[config.mk]
export PLATFORM = sky130hd
export DESIGN_NAME = vga_scan_ctrl_flat
export DESIGN_NICKNAME = d
export VERILOG_FILES = /design/src/rtl/vga_scan_ctrl_if.sv /design/src/rtl/vga_scan_ctrl.sv /design/src/flat_wrapper.sv
export SDC_FILE = /design/constraint.sdc
export NUM_CORES = 1
export LEC_CHECK = 0
export ABC_AREA = 0
export CAP_MARGIN = 5
export CORE_MARGIN = 8
export CORE_UTILIZATION = 47
export DETAILED_ROUTE_END_ITERATION = 10
export MAX_ROUTING_LAYER = met4
export PLACE_DENSITY = 0.76
export SLEW_MARGIN = 30
export SYNTH_ARGS = -nofsm -noshare
export SYNTH_HDL_FRONTEND = slang
export SYNTH_SLANG_ARGS = --single-unit
export TNS_END_PERCENT = 100
[constraint.sdc]
create_clock -name clk -period 2.2 [get_ports clk]
set_input_delay 0.22 -clock clk [delete_from_list [all_inputs] [get_ports clk]]
set_output_delay 0.22 -clock clk [all_outputs]
set_load 0.05 [all_outputs]
[src/rtl/vga_scan_ctrl_if.sv]
// Pixel-request/colour-return bundle between vga_scan_ctrl and the scene renderer,
// plus the DAC/sync pins that leave the chip.
interface vga_scan_ctrl_if;
  logic [11:0] data;
  logic [9:0]  x;
  logic [8:0]  y;
  logic [3:0]  r, g, b;
  logic        hs, vs, rdn;
  logic        frame_start;

  modport master (
    input  data,
    output x, y, r, g, b, hs, vs, rdn, frame_start
  );

  modport slave (
    output data,
    input  x, y, r, g, b, hs, vs, rdn, frame_start
  );
endinterface

[src/rtl/vga_scan_ctrl.sv]
// 640x480@60 raster generator: pixel clock-enable, h/v counters, and a one-pixel
// registered output stage that keeps RGB, syncs and blanking mutually aligned.
module vga_scan_ctrl #(
  parameter int CLK_DIV   = 4,
  parameter int H_VISIBLE = 640,
  parameter int H_FRONT   = 16,
  parameter int H_SYNC    = 96,
  parameter int H_BACK    = 48,
  parameter int V_VISIBLE = 480,
  parameter int V_FRONT   = 10,
  parameter int V_SYNC    = 2,
  parameter int V_BACK    = 33
) (
  input  logic            clk,
  input  logic            rst,
  vga_scan_ctrl_if.master vga
);

  localparam int H_TOTAL = H_VISIBLE + H_FRONT + H_SYNC + H_BACK;
  localparam int V_TOTAL = V_VISIBLE + V_FRONT + V_SYNC + V_BACK;
  localparam int DW      = $clog2(CLK_DIV);

  localparam logic [DW-1:0] DIV_LAST = DW'(CLK_DIV - 1);
  localparam logic [9:0] H_LAST   = 10'(H_TOTAL - 1);
  localparam logic [9:0] V_LAST   = 10'(V_TOTAL - 1);
  localparam logic [9:0] H_VIS    = 10'(H_VISIBLE);
  localparam logic [9:0] V_VIS    = 10'(V_VISIBLE);
  localparam logic [9:0] HS_START = 10'(H_VISIBLE + H_FRONT);
  localparam logic [9:0] HS_END   = 10'(H_VISIBLE + H_FRONT + H_SYNC);
  localparam logic [9:0] VS_START = 10'(V_VISIBLE + V_FRONT);
  localparam logic [9:0] VS_END   = 10'(V_VISIBLE + V_FRONT + V_SYNC);

  logic [DW-1:0] div_cnt;
  logic [9:0]    h_cnt, v_cnt;
  logic          pix_tick, h_wrap, v_wrap;
  logic          visible, hsync_on, vsync_on;

  logic [11:0]   rgb_q;
  logic          hs_q, vs_q, rdn_q, fs_q;

  assign pix_tick = (div_cnt == DIV_LAST);
  assign h_wrap   = (h_cnt == H_LAST);
  assign v_wrap   = (v_cnt == V_LAST);
  assign visible  = (h_cnt < H_VIS) && (v_cnt < V_VIS);
  assign hsync_on = (h_cnt >= HS_START) && (h_cnt < HS_END);
  assign vsync_on = (v_cnt >= VS_START) && (v_cnt < VS_END);

  always_ff @(posedge clk) begin
    if (rst) begin
      div_cnt <= '0;
      h_cnt   <= '0;
      v_cnt   <= '0;
    end else if (pix_tick) begin
      div_cnt <= '0;
      h_cnt   <= h_wrap ? 10'd0 : h_cnt + 10'd1;
      if (h_wrap) v_cnt <= v_wrap ? 10'd0 : v_cnt + 10'd1;
    end else begin
      div_cnt <= div_cnt + 1'b1;
    end
  end

  // Output stage samples the counters' current pixel, so everything lands one pixel late together.
  always_ff @(posedge clk) begin
    if (rst) begin
      rgb_q <= '0;
      hs_q  <= 1'b1;
      vs_q  <= 1'b1;
      rdn_q <= 1'b1;
      fs_q  <= 1'b0;
    end else begin
      fs_q <= pix_tick && h_wrap && v_wrap;
      if (pix_tick) begin
        rgb_q <= visible ? vga.data : 12'h000;
        hs_q  <= !hsync_on;
        vs_q  <= !vsync_on;
        rdn_q <= !visible;
      end
    end
  end

  assign vga.x           = (h_cnt < H_VIS) ? h_cnt : 10'd0;
  assign vga.y           = (v_cnt < V_VIS) ? v_cnt[8:0] : 9'd0;
  assign vga.r           = rgb_q[11:8];
  assign vga.g           = rgb_q[7:4];
  assign vga.b           = rgb_q[3:0];
  assign vga.hs          = hs_q;
  assign vga.vs          = vs_q;
  assign vga.rdn         = rdn_q;
  assign vga.frame_start = fs_q;

endmodule
[src/flat_wrapper.sv]
// flat-port wrapper written by rule: the top's interface ports become plain ports
module vga_scan_ctrl_flat 
#(
  parameter int CLK_DIV   = 4,
  parameter int H_VISIBLE = 640,
  parameter int H_FRONT   = 16,
  parameter int H_SYNC    = 96,
  parameter int H_BACK    = 48,
  parameter int V_VISIBLE = 480,
  parameter int V_FRONT   = 10,
  parameter int V_SYNC    = 2,
  parameter int V_BACK    = 33
)
  (clk, rst, vga_data, vga_x, vga_y, vga_r, vga_g, vga_b, vga_hs, vga_vs, vga_rdn, vga_frame_start);
  vga_scan_ctrl_if vga_i ();
  input  logic clk;
  input  logic rst;
  input wire logic [$bits(vga_i.data)-1:0] vga_data;
  output wire logic [$bits(vga_i.x)-1:0] vga_x;
  output wire logic [$bits(vga_i.y)-1:0] vga_y;
  output wire logic [$bits(vga_i.r)-1:0] vga_r;
  output wire logic [$bits(vga_i.g)-1:0] vga_g;
  output wire logic [$bits(vga_i.b)-1:0] vga_b;
  output wire logic [$bits(vga_i.hs)-1:0] vga_hs;
  output wire logic [$bits(vga_i.vs)-1:0] vga_vs;
  output wire logic [$bits(vga_i.rdn)-1:0] vga_rdn;
  output wire logic [$bits(vga_i.frame_start)-1:0] vga_frame_start;
  assign vga_i.data = vga_data;
  assign vga_x = vga_i.x;
  assign vga_y = vga_i.y;
  assign vga_r = vga_i.r;
  assign vga_g = vga_i.g;
  assign vga_b = vga_i.b;
  assign vga_hs = vga_i.hs;
  assign vga_vs = vga_i.vs;
  assign vga_rdn = vga_i.rdn;
  assign vga_frame_start = vga_i.frame_start;
  vga_scan_ctrl #(.CLK_DIV(CLK_DIV), .H_VISIBLE(H_VISIBLE), .H_FRONT(H_FRONT), .H_SYNC(H_SYNC), .H_BACK(H_BACK), .V_VISIBLE(V_VISIBLE), .V_FRONT(V_FRONT), .V_SYNC(V_SYNC), .V_BACK(V_BACK)) u_core (.clk(clk), .rst(rst), .vga(vga_i));
endmodule
**Run 1: clock distribution**

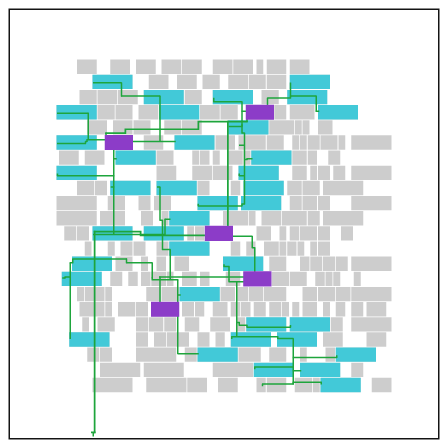
cells driving clock nets -> purple  # count 5
clock wires -> green  # length 462 µm
flip-flops -> cyan  # count 38
routed clock nets = 6

**Run 1: port wiring**

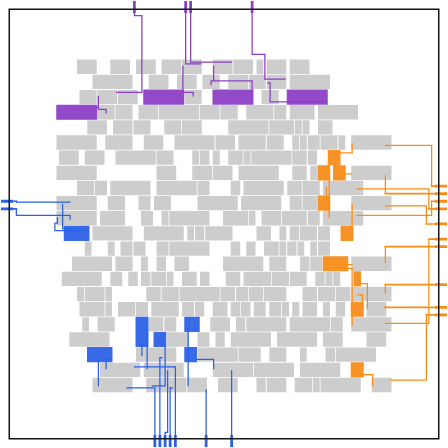
vga_x -> orange  # bits 10, direction output, edge east, end cells 10, buffers 10, wire 199 µm
vga_y -> blue  # bits 9, direction output, edge 7 south, 2 west, end cells 9, buffers 9, wire 171 µm
vga_b -> purple  # bits 4, direction output, edge north, end cells 4, buffers 4, wire 106 µm

==> flow_summary.toml, run 1 <==
# yosys + openroad results
[run_status]
outcome = "finished, final reports clean"

[synthesis]
common_cells = "dfxtp_1, nor2_1, and2_1"
synthArstFlopShare = 0
ys_types = 37
synth_top_area_share = 0.437
ys_ff = 38
area_leaders = "dfxtp_1, and2_1, a22o_1, nor2_1, ha_1"
syn_inst = 191
ff_type = "dfxtp_1"
synth.most_common_cell = "dfxtp_1"
largest_area_cell = "dfxtp_1"
synth_nets = 210
ys_seq_frac = 0.437

[place]
hpwl_um = 3400
place_area_mm2 = 0.00249
routabilityCongestion = 0.840
io_buffers = 48

[floorplan]
die_w_um = 76.8
fp_util = 0.482
die_h_um = 76.8
core.rowCount = 22
io_pins = 49
chipArea_mm2 = 0.00590
core_area_mm2 = 0.00361

[timing]
slew_viol_final = 0
min_period_ps = 2120
rsz0062_at_grt = "no"
fin_tns_setup_ps = 0
finalSetupViolations = 0
tightest_slew_ps = 828
hold_viol = 0
max_freq_mhz = 472

[worst_setup_path]
startpoint_type = "flop"
r2r_cells = 5
r2r_start = "u_core.h_cnt[1]"
worstPathArrival_ps = 1900
timing.rr.end = "u_core.v_cnt[8]"
path_class = "reg -> out"
worst_ep_required_time_ps = 1980
critPathBufInv = 1
r2r_setup_slack_ps = 140
path_max_fanout = 6
cpPeakStageDelay_ps = 830
path_depth = 3
crit_start = "u_core.v_cnt[8]"
cp-endpoint = "vga_y[5]"
path_cells = "and3_1, nor3b_1, clkdlybuf4s50_1"
crit_slowest_cell = "clkdlybuf4s50_1"

[cts]
cts.clk_slew.worst_paths_ps = 70
ctsHoldBuffers = 0
root_buffer = "clkbuf_8"
ctsResizeCount = 0
cts_setup_buffers = 0
cts_max_path_buffers = 2
cts.sinks = 38
cts_tree = "done"
clock.latency.late_pin_ps = 290
htree_num_levels = 2

[drt]
routedWlPerCell_um = 15.0
routed_via_density = 5.35
vias = 1593
drt_iter0_drc = 83
drt_pre_antenna_iters = 4

[layout]
stdcell_area_mm2 = 0.00259
fillers = 277
syn_to_final_growth_pct = 48.9
antennaDiodeCount = 0
layout-drive-gt1-share = 0.164
nNetsFinal = 268

[global_routing]
grt_pass1_vias = 1606
antenna_found_initial = 0
grt_max_degree = 16
grt_pass1_wl_um = 7700
grt_overflow_total = 0

[pwr]
leakagePower_uw = 0.000979
vdd.ir_drop.worst_mv = 0.508

[worst_hold_path]
hp-class = "reg -> reg"

[job]
drv_cap = 0
warnings = 29
**Run 1: signal wires by layer**

The bar under the picture is 20 µm long.
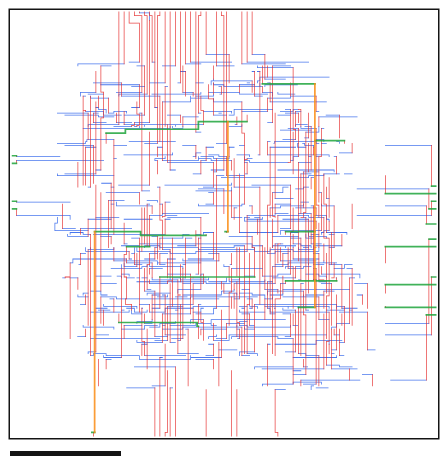
met1 -> blue  # wire length 1,960 µm
met4 -> orange  # wire length 95.9 µm
met2 -> red  # wire length 2,260 µm
met3 -> green  # wire length 164 µm
GR Util All Layers: 0.162
Routed Wire Length: 4480 µm

[run 1: power by group]
part	switching, µW	internal (µW)	leakage (µW)	total [µW]
clock network	248	252	0.0000472	500
registers	7.99	704	0.000307	712
logic	83.7	63.3	0.000625	147
total	339	1020	0.000979	1360
[run 1: cell usage in the layout, fill, tap and decap left out, types with 6 or more instances in the layout]
cell | netlist | layout
dfxtp_1 | 38 | 38
clkdlybuf4s50_1 | 0 | 32
nor2_1 | 21 | 21
and2_1 | 17 | 17
buf_12 | 0 | 16
a22o_1 | 12 | 12
buf_4 | 0 | 12
nand4_1 | 8 | 8
xor2_1 | 7 | 7
nor3_1 | 7 | 7
inv_1 | 6 | 6
nand2_1 | 6 | 6
xnor2_1 | 6 | 6
clkbuf_8 | 0 | 6
[run 1: flip-flops by register name, indices dropped and copies added (netlist names)]
name / flops
u_core.rgb_q: 12
u_core.vga.rdn: 1
u_core.vga.hs: 1
u_core.v_cnt: 10
u_core.h_cnt: 10
u_core.vga.frame_start: 1
u_core.div_cnt: 2
u_core.vga.vs: 1
[run 1: kinds of logic (layout without fill, tap and decap cells)]
kind of cell    Yosys count  after routing  share of synthesized area
simple gates             90             90                      0.301
flops                    38             38                      0.437
compound gates           29             29                      0.122
buf+inv                  15             74                     0.0331
xor+xnor                 13             13                     0.0655
fa+ha+maj                 5              5                     0.0360
mux                       1              1                    0.00576
[run 1: worst min path at each step]
stage,startpoint,endpoint
final,u_core.div_cnt[0],u_core.div_cnt[0]
after CTS,u_core.div_cnt[0],u_core.div_cnt[0]
after detailed placement,u_core.div_cnt[0],u_core.div_cnt[0]
after global routing,u_core.div_cnt[0],u_core.div_cnt[0]
after floorplan,vga_data[0],u_core.rgb_q[0]
after global placement,u_core.div_cnt[0],u_core.div_cnt[0]
[run 1: per-layer routing]
layer | vias to the layer above | track usage | routed length (µm)
li1 | 798 | - | -
met1 | 755 | 0.179 | 1960
met2 | 32 | 0.264 | 2260
met3 | 8 | 0.0338 | 163
met4 | 0 | 0.0904 | 95
met5 | - | - | 0
[run 1: through the flow]
stage / hold slack (ps) / std cells / total power, µW / worst slack (ps) / util
after CTS: 443 / 298 / 1360 / 64.9 / 0.718
after global placement: 408 / 290 / 872 / 230 / 0.692
after global routing: 467 / 298 / 1400 / 6.03 / 0.718
after detailed placement: 427 / 290 / 875 / 174 / 0.692
after floorplan: 346 / 191 / 808 / 214 / -
final: 437 / 298 / 1360 / 82.7 / 0.718
[run 1: worst register-to-register path, cell delays in order (launching register included)]
cell and delay [ps]:
dfxtp_1 390, ha_1 190, nand2_1 90, or4_1 660, or4_4 540, a21oi_2 130
[run 1: cell type report]
cell class,instances,area [µm²],share of cell area
Multi-Input combinational cell,138,921,0.356
Sequential cell,38,761,0.294
Timing Repair Buffer,60,731,0.282
Clock buffer,6,82.6,0.0319
Tap cell,48,60.1,0.0232
Inverter,6,22.5,0.00870
Clock inverter,2,12.5,0.00483
**Run 1: pin map**

Pins as bars across the die edge, other pins in grey.
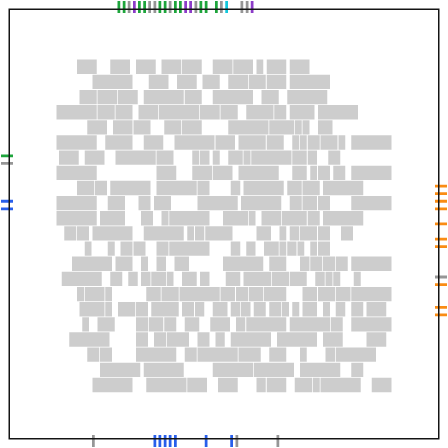

==> run 1 -> run 2 <==
--- a/config.mk
+++ b/config.mk
@@ -10,6 +10,7 @@
 export CORE_MARGIN = 8
 export CORE_UTILIZATION = 47
 export DETAILED_ROUTE_END_ITERATION = 10
+export GPL_TIMING_DRIVEN = 0
 export MAX_ROUTING_LAYER = met4
 export PLACE_DENSITY = 0.76
 export SLEW_MARGIN = 30
==> constraint.sdc (replaced) <==
create_clock -name clk -period 2.2 [get_ports clk]
set_input_delay 0.22 -clock clk [delete_from_list [all_inputs] [get_ports clk]]
set_output_delay 0.22 -clock clk [all_outputs]
set_load 0.005 [all_outputs]
**Run 2: pin map**

Pins as bars across the die edge, other pins in grey.
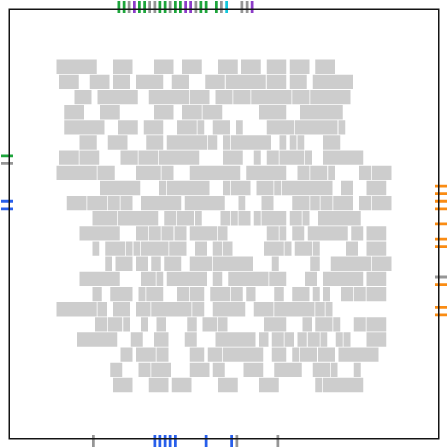
rst -> cyan  # pins 1, direction input, edge north
vga_x -> orange  # pins 10, direction output, edge east
vga_b -> purple  # pins 4, direction output, edge north
vga_y -> blue  # pins 9, direction output, edge 7 south, 2 west
vga_data -> green  # pins 12, direction input, edge 11 north, 1 west

==> flow_summary.toml, run 2 <==
# yosys + openroad results
[run_status]
outcome = "finished, final reports clean"

[timing]
max_freq_mhz = 483
finalSetupViolations = 0
whs_ps = 446
rsz0062_at_grt = "no"
fin_tns_setup_ps = 0
tightest_slew_ps = 483
min_period_ps = 2070
slew_viol_final = 0
hold_viol = 0
slew_headroom = 0.678

[layout]
largest_register_ffs = 12
syn_to_final_growth_pct = 39.1
fillers = 316
comb_area_um2 = 961
nNetsFinal = 265
lay_top_count = "clkdlybuf4s50_1"
flop_area_um2 = 766
antennaDiodeCount = 0
layout-drive-gt1-share = 0.0891
top_register = "u_core.rgb_q"
reg_top3 = "u_core.rgb_q: 12 flops, u_core.h_cnt: 10 flops, u_core.v_cnt: 10 flops"

[drt]
drt_iter0_drc = 130
drt_pre_antenna_iters = 4
routed_via_density = 5.28
routed_wl_um = 4360
vias = 1559

[worst_setup_path]
worst_ep_required_time_ps = 1980
critPathBufInv = 1
cpPeakStageDelay_ps = 500
path_class = "reg -> out"
path_max_fanout = 9
worstPathArrival_ps = 1850
startpoint_type = "flop"
path_cells = "and3_1, a21oi_4, and2_1, clkdlybuf4s50_1"
crit_slowest_cell = "clkdlybuf4s50_1"

[worst_hold_path]
hp-class = "reg -> reg"

[job]
drv_cap = 0
warnings = 29

[pwr]
vdd.ir_drop.worst_mv = 0.358
leakagePower_uw = 0.000854

[floorplan]
io_pins = 49
chipArea_mm2 = 0.00590
core_area_mm2 = 0.00361
die_w_um = 76.8
die_h_um = 76.8

[cts]
cts_setup_buffers = 0
cts_max_path_buffers = 2
cts.clk_slew.worst_paths_ps = 80
root_buffer = "clkbuf_8"
clock.latency.late_pin_ps = 300
htree_num_levels = 2
cts_tree = "done"

[global_routing]
grt_overflow_total = 0
grt_pass1_wl_um = 7530
antenna_found_initial = 0
grt_max_degree = 13
grt_pass1_vias = 1529

[synthesis]
syn_inst = 191
synth.most_common_cell = "dfxtp_1"
largest_area_cell = "dfxtp_1"
ys_seq_frac = 0.437
area_leaders = "dfxtp_1, and2_1, a22o_1, nor2_1, ha_1"
synth_nets = 210
ff_type = "dfxtp_1"
synth_top_area_share = 0.437
common_cells = "dfxtp_1, nor2_1, and2_1"
synthArstFlopShare = 0

[place]
routabilityCongestion = 0.840
hpwl_um = 3120
**Run 2: clock distribution**

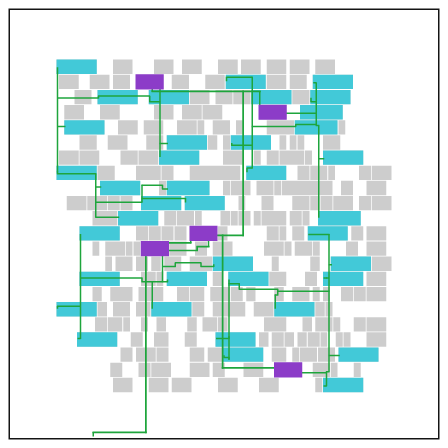
cells driving clock nets -> purple  # count 5
flip-flops -> cyan  # count 38
clock wires -> green  # length 478 µm
routed clock nets = 6

run 2: netlist changes by cell type in the layout (fill, tap and decap cells not counted):
cell,before,now
clkdlybuf4s50_1,32,48
dfxtp_1,38,34
ha_1,5,3
a21oi_4,0,1
a21oi_1,5,4
ha_4,0,2
buf_2,0,1
o21ai_0,4,3
o21ai_2,0,1
buf_12,16,0
buf_1,0,1
buf_4,12,0
clkbuf_1,0,7
dfxtp_2,0,4
run 2: layout make-up:
type,count,area share
clock buffers,6,0.0341
well taps,48,0.0248
plain buffers,9,0.0145
clock inverters,2,0.00517
inverters,6,0.00931
repair buffers,48,0.199
multi-input cells,138,0.397
flip-flops and latches,38,0.316
run 2: report_power, final:
group | internal [µW] | switching [µW]
clock network | 252 | 250
registers | 705 | 12.7
logic | 59.6 | 39.7
run 2: repair_timing:
item,in CTS,in global routing
hold buffers,0,0
endpoints found under the setup margin,17,13
endpoints found under the hold margin,0,0
resized,3,9
run 2: kinds of logic after synthesis:
logic type	share of synthesized area
fa+ha+maj	0.0360
xor+xnor	0.0655
buf+inv	0.0331
compound gates	0.122
simple gates	0.301
mux	0.00576
flops	0.437
run 2: worst register-to-register path: stages (launching register included):
cell	delay, ps
dfxtp_2	360
ha_4	170
nand3_2	120
or4_1	540
buf_2	180
or4_4	490
a21oi_2	140
run 2: stage by stage:
step / std cells / area, µm² / util / worst slack, ps / total power (µW)
after floorplan: 191 / 1740 / - / 214 / 768
after detailed placement: 287 / 2280 / 0.632 / 31.4 / 828
final: 295 / 2420 / 0.671 / 128 / 1320
after global routing: 295 / 2420 / 0.671 / 23.0 / 1380
after global placement: 287 / 2280 / 0.632 / 50.4 / 826
after CTS: 295 / 2380 / 0.660 / 17.4 / 1330
run 2: final timing paths:
check        slack [ps]           endpoint  cells after the start               from
max                 130           vga_y[2]                      4    u_core.v_cnt[8]
min                 450  u_core.div_cnt[0]                      1  u_core.div_cnt[0]
max reg2reg         130    u_core.v_cnt[8]                      6  u_core.div_cnt[0]
min reg2reg         450  u_core.div_cnt[0]                      1  u_core.div_cnt[0]
run 2: layer usage:
layer / global-route usage / wire length [µm] / vias up
li1: - / - / 789
met2: 0.246 / 2090 / 33
met5: - / 0 / -
met1: 0.183 / 1970 / 729
met4: 0.0808 / 104 / 0
met3: 0.0466 / 189 / 8
**Run 2: port wiring**

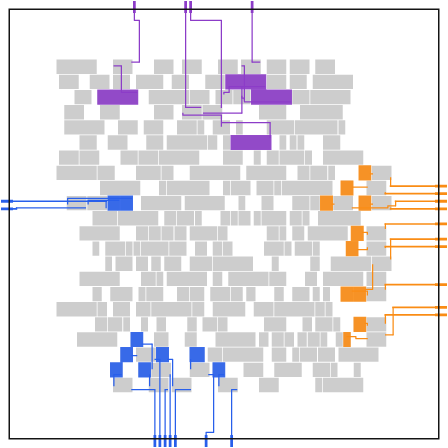

==> run 2 -> run 3 <==
--- a/config.mk
+++ b/config.mk
@@ -8,11 +8,12 @@
 export ABC_AREA = 0
 export CAP_MARGIN = 5
 export CORE_MARGIN = 8
-export CORE_UTILIZATION = 47
+export CORE_UTILIZATION = 49
+export CTS_BUF_LIST = sky130_fd_sc_hd__clkbuf_8
 export DETAILED_ROUTE_END_ITERATION = 10
 export GPL_TIMING_DRIVEN = 0
 export MAX_ROUTING_LAYER = met4
-export PLACE_DENSITY = 0.76
+export PLACE_DENSITY = 0.79
 export SLEW_MARGIN = 30
 export SYNTH_ARGS = -nofsm -noshare
 export SYNTH_HDL_FRONTEND = slang
==> constraint.sdc (replaced) <==
create_clock -name clk -period 2.2 [get_ports clk]
set_input_delay 0.22 -clock clk [delete_from_list [all_inputs] [get_ports clk]]
set_output_delay 0.22 -clock clk [all_outputs]
set_load 0.1 [all_outputs]
**Run 3: port wiring**

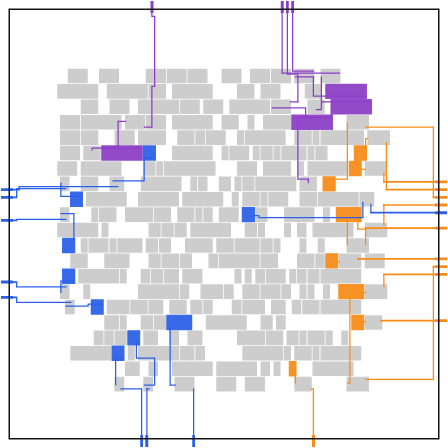
vga_b -> purple  # bits 4, direction output, edge north, end cells 4, buffers 4, wire 150 µm
vga_y -> blue  # bits 9, direction output, edge 5 west, 3 south, 1 east, end cells 9, buffers 9, wire 191 µm
vga_x -> orange  # bits 10, direction output, edge 9 east, 1 south, end cells 10, buffers 10, wire 198 µm
Ports: 49
number of port buffers: 48

**Run 3: pin map**

Pins as bars across the die edge, other pins in grey.
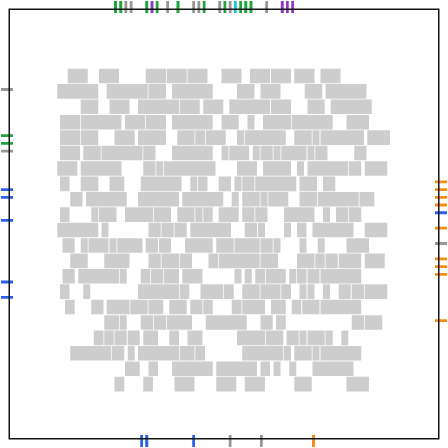
vga_b -> purple  # pins 4, direction output, edge north
vga_y -> blue  # pins 9, direction output, edge 5 west, 3 south, 1 east
vga_data -> green  # pins 12, direction input, edge 10 north, 2 west
vga_x -> orange  # pins 10, direction output, edge 9 east, 1 south
rst -> cyan  # pins 1, direction input, edge north
all pins by edge = 23 north, 11 east, 9 west, 6 south
chip height: 75.6 µm
die width: 75.6 µm

==> flow_summary.toml, run 3 <==
# yosys + openroad results
[cts]
root_buffer = "clkbuf_8"
cts.clk_slew.worst_paths_ps = 80
cts_max_path_buffers = 2
cts_tree = "done"
clock.latency.late_pin_ps = 290

[drt]
routed_wl_um = 4410
routed_via_density = 5.40

[synthesis]
ff_type = "dfxtp_1"
synthArstFlopShare = 0
syn_inst = 191
largest_area_cell = "dfxtp_1"
area_leaders = "dfxtp_1, and2_1, a22o_1, nor2_1, ha_1"
synth.most_common_cell = "dfxtp_1"
synth_nets = 210
synth_top_area_share = 0.437

[timing]
tightest_slew_ps = 1010
slew_headroom = 0.327
fin_tns_setup_ps = 0
min_period_ps = 2110
postLayoutSetupSlackWorst_ps = 86.8

[global_routing]
grt_use_met3 = 0.0434
top_usage_layer = "met2"
grt_overflow_total = 0
antenna_found_initial = 0
grt_pass1_vias = 1522
grt_max_degree = 13
met2_usage = 0.267
grt_pass1_wl_um = 6870

[worst_setup_path]
path_cells = "and3_1, nor3b_2, clkdlybuf4s15_1"
r2r_start = "u_core.h_cnt[1]"
worst_ep_required_time_ps = 1980
cp-endpoint = "vga_y[5]"
path_class = "reg -> out"
path_max_fanout = 7
critPathBufInv = 1
startpoint_type = "flop"
r2r_setup_slack_ps = 110
timing.rr.end = "u_core.v_cnt[8]"
path_depth = 3
cpPeakStageDelay_ps = 840
crit_start = "u_core.v_cnt[7]"

[job]
drv_cap = 0
warnings = 29

[layout]
layout-drive-gt1-share = 0.142
flop_area_um2 = 762
largest_register_ffs = 12
antennaDiodeCount = 0
nNetsFinal = 265
top_register = "u_core.rgb_q"
reg_top3 = "u_core.rgb_q: 12 flops, u_core.h_cnt: 10 flops, u_core.v_cnt: 10 flops"
comb_area_um2 = 945
lay_top_count = "dfxtp_1"
fillers = 301
syn_to_final_growth_pct = 36.3

[place]
hpwl_um = 3140
routabilityCongestion = 0.829
post-place-ws_ps = -515

[run_status]
outcome = "finished, final reports clean"

[worst_hold_path]
hp-class = "reg -> reg"

[floorplan]
chipArea_mm2 = 0.00571
core_area_mm2 = 0.00336

[pwr]
leakagePower_uw = 0.000886
[run 3: cells by family after synthesis]
| group | count (synthesis) | synth area share |
|---|---|---|
| xor+xnor | 13 | 0.0655 |
| compound gates | 29 | 0.122 |
| fa+ha+maj | 5 | 0.0360 |
| buf+inv | 15 | 0.0331 |
| flops | 38 | 0.437 |
| simple gates | 90 | 0.301 |
| mux | 1 | 0.00576 |
[run 3: timing repair]
item,4_1_cts,5_1_grt
setup endpoints to repair,20,21
pin swaps,0,0
gates resized,69,7
cloned,0,0
[run 3: worst min-delay path by stage]
stage / startpoint / end / slack, ps / cells past startpoint
2_1_floorplan: vga_data[0] / u_core.rgb_q[0] / 350 / 1
3_3_place_gp: u_core.div_cnt[0] / u_core.div_cnt[0] / 410 / 1
3_5_place_dp: u_core.div_cnt[0] / u_core.div_cnt[0] / 430 / 1
4_1_cts: u_core.div_cnt[0] / u_core.div_cnt[0] / 450 / 1
5_1_grt: vga_data[3] / u_core.rgb_q[3] / 510 / 2
6_report: u_core.rgb_q[4] / u_core.rgb_q[4] / 490 / 1
[run 3: cell type report]
| cell class | count | area share |
|---|---|---|
| Clock buffer | 6 | 0.0348 |
| Inverter | 6 | 0.00950 |
| Timing Repair Buffer | 48 | 0.191 |
| Tap cell | 46 | 0.0243 |
| Clock inverter | 2 | 0.00528 |
| Buffer | 9 | 0.0148 |
| Sequential cell | 38 | 0.322 |
| Multi-Input combinational cell | 138 | 0.399 |
[run 3: report_power, final]
part,internal (µW),total [µW],leakage [µW],switching (µW)
sequential,705,717,0.000308,12.5
combinational,59.3,186,0.000531,127
clock,252,503,0.0000472,251
[run 3: metrics by stage]
stage / utilization / std cells / total power [µW]
2_1_floorplan: - / 191 / 853
3_3_place_gp: 0.679 / 285 / 911
3_5_place_dp: 0.679 / 285 / 914
4_1_cts: 0.698 / 293 / 1410
5_1_grt: 0.705 / 293 / 1460
6_report: 0.705 / 293 / 1410
[run 3: metal layers]
layer	wire length, µm	share of wire	up-vias
met3	215	0.049	5
li1	-	-	787
met5	0	0	-
met2	2210	0.50	40
met1	1940	0.44	749
met4	54	0.012	0
No activity file was given, so power comes from the tool's default toggle rates.
